## src/rtl/uart_tx.sv

```systemverilog
// UART transmitter: accepts a byte over valid/ready and sends start, LSB-first
// data, optional parity and one or two stop bits, each bit 16 x16_BAUD ticks long.
module uart_tx #(
  parameter int P_DATA_BITS  = 8,
  parameter int P_STOP_BITS  = 1,
  parameter int P_PARITY_EN  = 0,
  parameter int P_PARITY_ODD = 0
) (
  input  logic       CLK,
  input  logic       reset,
  input  logic       x16_BAUD,
  input  logic [7:0] Di,
  input  logic       valid,
  output logic       ready,
  output logic       serial_out,
  output logic       busy,
  output logic       done
);

  typedef enum logic [2:0] {
    S_IDLE   = 3'd0,
    S_START  = 3'd1,
    S_DATA   = 3'd2,
    S_PARITY = 3'd3,
    S_STOP   = 3'd4
  } state_t;

  localparam logic [7:0] DATA_MASK = 8'hFF >> (8 - P_DATA_BITS);
  localparam logic [2:0] LAST_BIT  = 3'(P_DATA_BITS - 1);
  localparam logic       LAST_STOP = 1'(P_STOP_BITS - 1);
  localparam logic       PAR_INV   = 1'(P_PARITY_ODD);
  localparam logic       PAR_EN    = 1'(P_PARITY_EN);

  function automatic logic frame_parity(input logic [7:0] data);
    return (^(data & DATA_MASK)) ^ PAR_INV;
  endfunction

  state_t     state_q, state_d;
  logic [3:0] tick_q, tick_d;
  logic [2:0] bit_q, bit_d;
  logic       stop_q, stop_d;
  logic [7:0] shift_q, shift_d;
  logic       par_q, par_d;
  logic       serial_q, serial_d;
  logic       busy_q, busy_d;
  logic       ready_q, ready_d;
  logic       done_q, done_d;
  logic       bit_end;

  // A tick landing on the acceptance edge is ignored because the counter only runs outside IDLE.
  assign bit_end = (state_q != S_IDLE) && x16_BAUD && (tick_q == 4'd15);

  always_comb begin
    state_d  = state_q;
    tick_d   = tick_q;
    bit_d    = bit_q;
    stop_d   = stop_q;
    shift_d  = shift_q;
    par_d    = par_q;
    done_d   = 1'b0;
    serial_d = 1'b1;

    if ((state_q != S_IDLE) && x16_BAUD) begin
      tick_d = bit_end ? 4'd0 : tick_q + 4'd1;
    end else begin
      tick_d = tick_q;
    end

    case (state_q)
      S_IDLE: begin
        if (valid) begin
          state_d = S_START;
          shift_d = Di & DATA_MASK;
          par_d   = frame_parity(Di);
          tick_d  = 4'd0;
          bit_d   = 3'd0;
          stop_d  = 1'b0;
        end else begin
          state_d = S_IDLE;
        end
      end
      S_START: begin
        if (bit_end) begin
          state_d = S_DATA;
        end else begin
          state_d = S_START;
        end
      end
      S_DATA: begin
        if (bit_end) begin
          shift_d = {1'b0, shift_q[7:1]};
          if (bit_q == LAST_BIT) begin
            bit_d   = 3'd0;
            state_d = PAR_EN ? S_PARITY : S_STOP;
          end else begin
            bit_d = bit_q + 3'd1;
          end
        end else begin
          state_d = S_DATA;
        end
      end
      S_PARITY: begin
        if (bit_end) begin
          state_d = S_STOP;
        end else begin
          state_d = S_PARITY;
        end
      end
      S_STOP: begin
        if (bit_end) begin
          if (stop_q == LAST_STOP) begin
            state_d = S_IDLE;
            stop_d  = 1'b0;
            done_d  = 1'b1;
          end else begin
            stop_d = stop_q + 1'b1;
          end
        end else begin
          state_d = S_STOP;
        end
      end
      default: begin
        state_d = S_IDLE;
      end
    endcase

    // Outputs are derived from the next state so they register alongside it.
    case (state_d)
      S_IDLE:   serial_d = 1'b1;
      S_START:  serial_d = 1'b0;
      S_DATA:   serial_d = shift_d[0];
      S_PARITY: serial_d = par_d;
      S_STOP:   serial_d = 1'b1;
      default:  serial_d = 1'b1;
    endcase
    busy_d  = (state_d != S_IDLE);
    ready_d = (state_d == S_IDLE);
  end

  always_ff @(posedge CLK or posedge reset) begin
    if (reset) begin
      state_q  <= S_IDLE;
      tick_q   <= 4'd0;
      bit_q    <= 3'd0;
      stop_q   <= 1'b0;
      shift_q  <= 8'd0;
      par_q    <= 1'b0;
      serial_q <= 1'b1;
      busy_q   <= 1'b0;
      ready_q  <= 1'b1;
      done_q   <= 1'b0;
    end else begin
      state_q  <= state_d;
      tick_q   <= tick_d;
      bit_q    <= bit_d;
      stop_q   <= stop_d;
      shift_q  <= shift_d;
      par_q    <= par_d;
      serial_q <= serial_d;
      busy_q   <= busy_d;
      ready_q  <= ready_d;
      done_q   <= done_d;
    end
  end

  assign serial_out = serial_q;
  assign busy       = busy_q;
  assign ready      = ready_q;
  assign done       = done_q;

endmodule

```

## config.mk

```make
export PLATFORM = sky130hd
export DESIGN_NAME = uart_tx
export DESIGN_NICKNAME = d
export VERILOG_FILES = /design/src/rtl/uart_tx.sv
export SDC_FILE = /design/constraint.sdc
export NUM_CORES = 1
export LEC_CHECK = 0
export ABC_AREA = 1
export CAP_MARGIN = 10
export CORE_MARGIN = 5
export CORE_UTILIZATION = 49
export DETAILED_ROUTE_END_ITERATION = 12
export PLACE_DENSITY = 0.74
export SETUP_SLACK_MARGIN = 0.1
export SLEW_MARGIN = 0
export SYNTH_ARGS = -nofsm -noshare
export SYNTH_HDL_FRONTEND = slang
export SYNTH_SLANG_ARGS = --single-unit
```

## constraint.sdc

```tcl
create_clock -name CLK -period 1.5 [get_ports CLK]
set_input_delay 0.225 -clock CLK [delete_from_list [all_inputs] [get_ports CLK]]
set_output_delay 0.225 -clock CLK [all_outputs]
set_load 0.005 [all_outputs]
```

run_1/power_grid.png
Scale bar: 20 µm. Pins as bars on the die edge. Tap cells in grey.
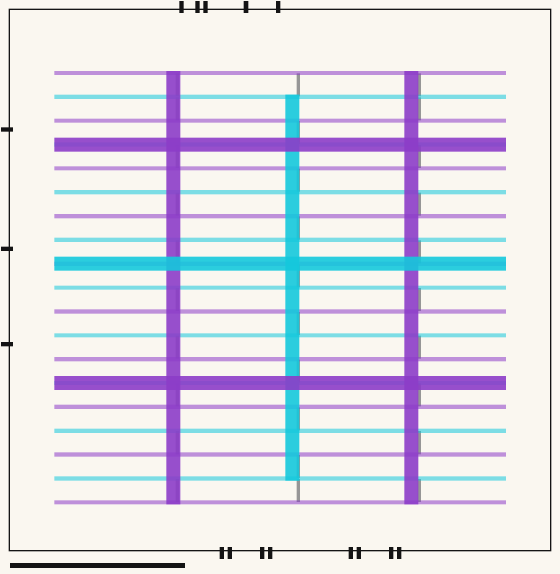
cyan -> VDD
purple -> VSS
signal pins = 16
tap cells = 30
met4 straps = 3
rows = 18
met5 straps = 3

run_1/cell_density.png
Scale bar: 20 µm. 6 x 6 tiles, from white (low) to dark blue (high), 0 to 100% covered.
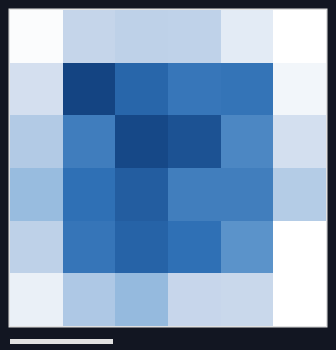
nearly empty tiles = 11%
fullest tile = 92%
mean over tiles = 45%
tiles over 75% full = 17%
densest ninth of the die = middle
final core utilization: 68.7%
core area: 0.00252 mm²
core utilization at floorplan: 51.7%

run_1/io_fan.png
Scale bar: 20 µm.
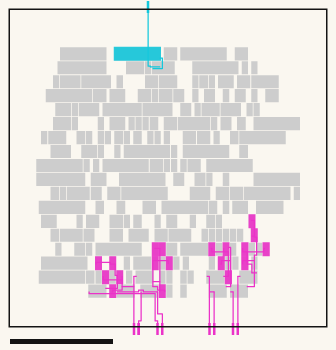
cyan -> done  # direction output, edge top, end cells 1, buffers 1, wire 17.5 µm
magenta -> Di  # direction input, edge bottom, end cells 19, buffers 8, wire 185 µm
num ports: 16
port buffer count: 15

==> results.yml, run 1 <==
# flow metrics
outcome:
  outcome: "finished, violations left"
  violations: "negative setup slack"
synth:
  synth_warnings: 0
  ys_sh_aoi_pct: 8.45
  yosysCellCount: 171
  synth.top_cell.area_share_pct: 40.3
  fa_ha_area_share_pct: 2.88
  ys_area_mm2: 0.00130
  top_cell: "nand2_1"
  synth_flops: 23
  edf_count: 0
  syn_inst: 171
  yosys.area.top_type: "dfrtp_1"
  syn_area_mm2: 0.00130
  synth.avg_cell_area_um2: 7.62
  ys_types: 30
  topCellsByArea: "dfrtp_1 (40%), nand2_1 (18%), inv_1 (6.9%)"
  yosysSeqAreaShare_pct: 44.3
  synthXorXnorAreaFrac_pct: 0.672
  synth_top_flop_cell: "dfrtp_1"
  ys_top_cells_by_count: "nand2_1 (63), inv_1 (24), dfrtp_1 (21)"
  synthArstFlopShare_pct: 100
  mux_area_share_pct: 0
  synth_nets: 186
setup_path:
  cp_cell_sequence: "ha_2 -> nand2_2 -> nor2_4 -> nand3_4 -> inv_6 -> or2_1 -> o21ai_2 -> inv_2 -> nor2_4 -> inv_2"
  crit_required_ps: 1720
  rr_startpoint: "tick_q[1]"
  r2r-end: "busy"
  critPathMaxFanout: 5
  worstRegToRegCells: 10
  critPathSlowestCell: "dfrtp_1"
  critPathCaptureType: "flop"
  endpoint: "busy"
  cp-startpoint: "tick_q[1]"
  start_kind: "flop"
  critPathArrivalTime_ps: 1740
  reg2reg_slack_ps: -20
floorplan:
  num_rows: 18
  taps: 30
  chip_area_mm2: 0.00379
  die_x_um: 61.6
  dieHeight_um: 61.6
power:
  p_seq_uw: 985
  sw_frac_of_total_pct: 38.3
  power_density_mw_per_mm2: 1340
  power_combinational_uw: 1050
  pwr-share-seq_pct: 42.5
  p_comb_share_pct: 45.2
  leakage_uw: 0.000922
  power.net_switching_uw: 888
  clk-power_uw: 285
  power.total_uw: 2320
  peakVddDrop_mv: 1.07
  p_int_uw: 1430
  p_clk_share_pct: 12.3
  power_leader: "combinational cells"
detailed_routing:
  first_pass_iters: 4
  postRouteAntennaNets: 0
  vias: 1224
  routedWlPerCell_um: 12.8
  via_per_inst: 5.16
  first_iter_violations: 22
  drc: 0
cts:
  cts_root_buffer: "clkbuf_4"
  ctsResizeCount: 18
  clk_pin_slew_ps: 120
  post-cts-setup-buffers: 2
  cts_tree: "done"
  ctsLongestPathBuffers: 2
  numCtsBuffers: 3
  hold_buffers: 0
final_layout:
  instances_no_fill: 237
  dominant_cells: "logic gates"
  sh_comb_area_pct: 39.4
  syn_to_final_growth_pct: 32.9
  num-nonclk-inverters: 28
  comb_area_um2: 683
  lay_top_count: "nand2_1"
  n_clock_buffer: 4
  n_antenna_cell: 0
  seq_share_pct: 33.4
  ff_count: 23
  logic_gate_count: 119
  layout_top_cells: "nand2_1 (58), inv_1 (24), dfrtp_1 (21)"
  buffer_area_share_pct: 17.0
  finalNetCount: 223
  drive_gt1_share_pct: 24.2
  clk_share_pct: 1.52
  finalInstanceArea_mm2: 0.00173
  seq_area_um2: 578
place:
  detailed_place_hpwl_um: 2340
  place_area_mm2: 0.00160
  placed_cells: 229
  gp_congestion: 0.950
  dp_slack_ps: -108
sta:
  tns_ps: -21.2
  whs_ps: 173
  hold_viol_final: 0
  clock-skew-final_ps: 5.28
  tightest_slew_ps: 389
  max_freq_mhz: 657
  fin_crit_sh_pct: 101
  relSlewSlack_pct: 74.0
  fin_ws_ps: -21.2
  rsz0062_at_grt: "true"
  fin_crit_ps: 1520
  setup_viol: 1
flow_run:
  warnings: 29
  drv_cap: 0
worst_hold_path:
  hold_class: "input port to async pin"
grt:
  grt_use_total_pct: 17.8
  grt_max_degree: 13
  grt_overflow: 0
  grt_pass1_wl_um: 5040
  grt_pass1_vias: 1229
run 1: flip-flops by register name, indices dropped and copies added, names as in the netlist:
register / count
ready: 1
state_q: 3
bit_q: 3
done: 1
shift_q: 8
serial_out: 1
tick_q: 4
par_q: 1
busy: 1
run 1: metal layers:
metal / vias up / GRT usage [%] / routed length (µm)
li1: 614 / - / -
met1: 579 / 21.5 / 1360
met2: 21 / 30.8 / 1520
met3: 10 / 4.61 / 106
met4: 0 / 5.76 / 56
met5: - / 0 / 0
run 1: worst max-delay path: cells and delay by family (launching register included):
| family | cells | cell delay [ps] |
|---|---|---|
| AND/OR/NAND/NOR | 5 | 610 |
| AND-OR/OR-AND | 1 | 70 |
| adder cells (fa/ha/maj) | 1 | 200 |
| buffers and inverters | 3 | 140 |
| flip-flops | 1 | 410 |
run_1/flops_by_reg.png
Scale bar: 20 µm. Other sequential cells in the stronger grey, the rest of the logic in the fainter grey.
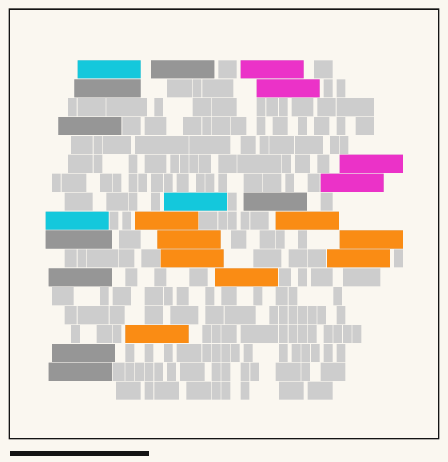

==> run 1 -> run 2 <==
Settings changed: CORE_MARGIN 5 to 2.
run_2/flops_by_reg.png
Scale bar: 20 µm. Other sequential cells in the stronger grey, the rest of the logic in the fainter grey.
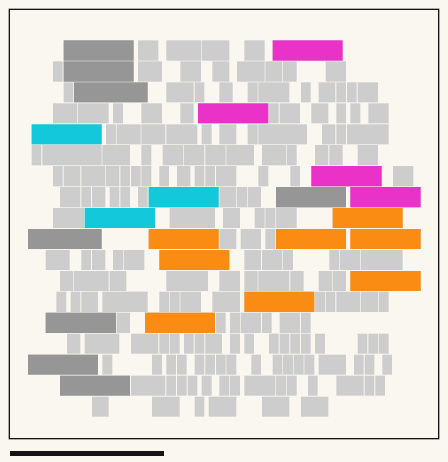
orange -> shift_q  # placed flops 8
cyan -> state_q  # placed flops 3
magenta -> tick_q  # placed flops 4

run_2/cell_density.png
Scale bar: 20 µm. 11 x 11 tiles, from white (low) to dark blue (high), 0 to 100% covered.
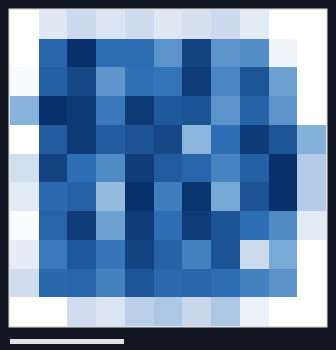
fullest tile = 100%
mean over tiles = 56%
densest ninth of the die = middle
nearly empty tiles = 12%
tiles over 75% full = 42%

run_2/io_fan.png
Scale bar: 20 µm.
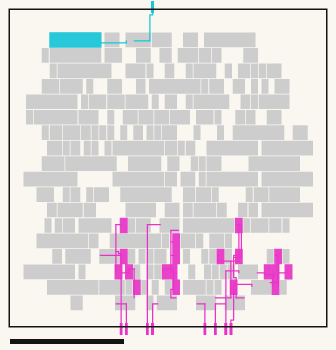
cyan -> done  # direction output, edge top, end cells 1, buffers 1, wire 13.4 µm
magenta -> Di  # direction input, edge bottom, end cells 19, buffers 8, wire 171 µm

==> results.yml, run 2 <==
# flow metrics
power:
  p_clk_share_pct: 12.1
  p_comb_share_pct: 46.0
  clk-power_uw: 288
  power_density_mw_per_mm2: 1350
  p_seq_uw: 995
  peakVddDrop_mv: 0.952
  power.total_uw: 2380
  leakage_uw: 0.000941
  power_leader: "combinational cells"
  power_combinational_uw: 1090
  sw_frac_of_total_pct: 37.9
  power.net_switching_uw: 901
setup_path:
  crit_buf_inv: 3
  crit_family: "simple AND/OR/NAND/NOR gates"
  reg2reg_slack_ps: -30
  worstRegToRegCells: 10
  critPathMaxFanout: 5
  cp_cell_sequence: "ha_2 -> nand2_2 -> nor2_4 -> nand3_4 -> inv_6 -> or2_1 -> o21ai_2 -> inv_2 -> nor2_4 -> inv_2"
  critPathArrivalTime_ps: 1750
  r2r-end: "busy"
  rr_startpoint: "tick_q[1]"
  critPathCaptureType: "flop"
  crit_required_ps: 1720
  path_depth: 10
  start_kind: "flop"
floorplan:
  chip_area_mm2: 0.00309
  dieHeight_um: 55.6
  fp_util_pct: 52.2
  boundaryPins: 16
  die_x_um: 55.6
  num_rows: 18
  core_mm2: 0.00250
detailed_routing:
  wl_met1_um: 1360
  routed.top_layer: "met4"
  wl_met2_um: 1540
  first_iter_violations: 37
  routedWlPerCell_um: 12.6
  first_pass_iters: 5
  wl_met3_um: 80
  postRouteAntennaNets: 0
flow_run:
  drv_cap: 0
  warnings: 29
final_layout:
  largest_register: "shift_q"
  layout_top_cells: "nand2_1 (55), inv_1 (24), dfrtp_1 (21)"
  largestRegisters: "shift_q x8, tick_q x4"
  clk_share_pct: 1.56
  comb_area_um2: 686
  seq_area_um2: 578
  logic_gate_count: 119
  finalInstanceArea_mm2: 0.00176
  sh_comb_area_pct: 39.0
  lay_top_count: "nand2_1"
  buffer_area_share_pct: 18.1
  ff_count: 23
  fill_cells: 204
  dominant_cells: "logic gates"
  n_clock_buffer: 3
  largest_reg_flops: 8
  n_antenna_cell: 0
  drive_gt1_share_pct: 26.7
  syn_to_final_growth_pct: 34.9
  finalNetCount: 226
  seq_share_pct: 32.9
  num-nonclk-inverters: 28
cts:
  hold_buffers: 0
  cts_tree: "done"
  ctsResizeCount: 12
  clk_pin_slew_ps: 120
  numCtsBuffers: 3
  ctsLongestPathBuffers: 2
  cts_root_buffer: "clkbuf_4"
  post-cts-setup-buffers: 3
grt:
  grt_use_met1_pct: 27.2
  grt_use_total_pct: 20.7
  grt_max_degree: 14
  grt_overflow: 0
  grt_pass1_wl_um: 5150
  grt-busiest-layer: "met2"
  met2_usage_pct: 34.0
  use_met3_pct: 3.49
  grt_pass1_vias: 1165
outcome:
  violations: "negative setup slack"
  outcome: "finished, violations left"
synth:
  top_cell: "nand2_1"
  mux_area_share_pct: 0
  syn_inst: 171
  synth_flops: 23
  ys_area_mm2: 0.00130
  yosysSeqAreaShare_pct: 44.3
  ys_sh_aoi_pct: 8.45
  synth_nets: 186
  synthXorXnorAreaFrac_pct: 0.672
  synthArstFlopShare_pct: 100
  syn_area_mm2: 0.00130
  fa_ha_area_share_pct: 2.88
  synth_top_flop_cell: "dfrtp_1"
  synth.top_cell.area_share_pct: 40.3
  yosys.area.top_type: "dfrtp_1"
  ys_types: 30
  yosysCellCount: 171
  topCellsByArea: "dfrtp_1 (40%), nand2_1 (18%), inv_1 (6.9%)"
worst_hold_path:
  hold_class: "input port to async pin"
sta:
  rsz0062_at_grt: "true"
  fin_crit_sh_pct: 102
  fin_crit_ps: 1530
  relSlewSlack_pct: 81.8
  tns_ps: -30.6
  max_freq_mhz: 653
  hold_viol_final: 0
  clock-skew-final_ps: 4.86
  fin_ws_ps: -30.6
  setup_viol: 1
place:
  gp_congestion: 0.853
  detailed_place_hpwl_um: 2280
  place_area_mm2: 0.00160
  port_buffers: 15
-- run 2: worst max-delay path by stage --
stage	startpoint	end
final	tick_q[1]	busy
after global routing	tick_q[1]	busy
after CTS	tick_q[1]	busy
after detailed placement	x16_BAUD	busy
after global placement	x16_BAUD	busy
after floorplan	tick_q[0]	busy
-- run 2: metrics by stage --
| stage | util [%] | std cells | worst slack (ps) | hold WS, ps |
|---|---|---|---|---|
| final | 70.4 | 240 | -30.6 | 107 |
| after global routing | 70.4 | 240 | -120 | 100 |
| after CTS | 67.3 | 235 | 0.663 | 99.9 |
| after detailed placement | 64.0 | 229 | -83.1 | 460 |
| after global placement | 64.0 | 229 | -36.0 | 444 |
| after floorplan | - | 171 | 56.6 | 225 |
No activity file was given, so power comes from the tool's default toggle rates.
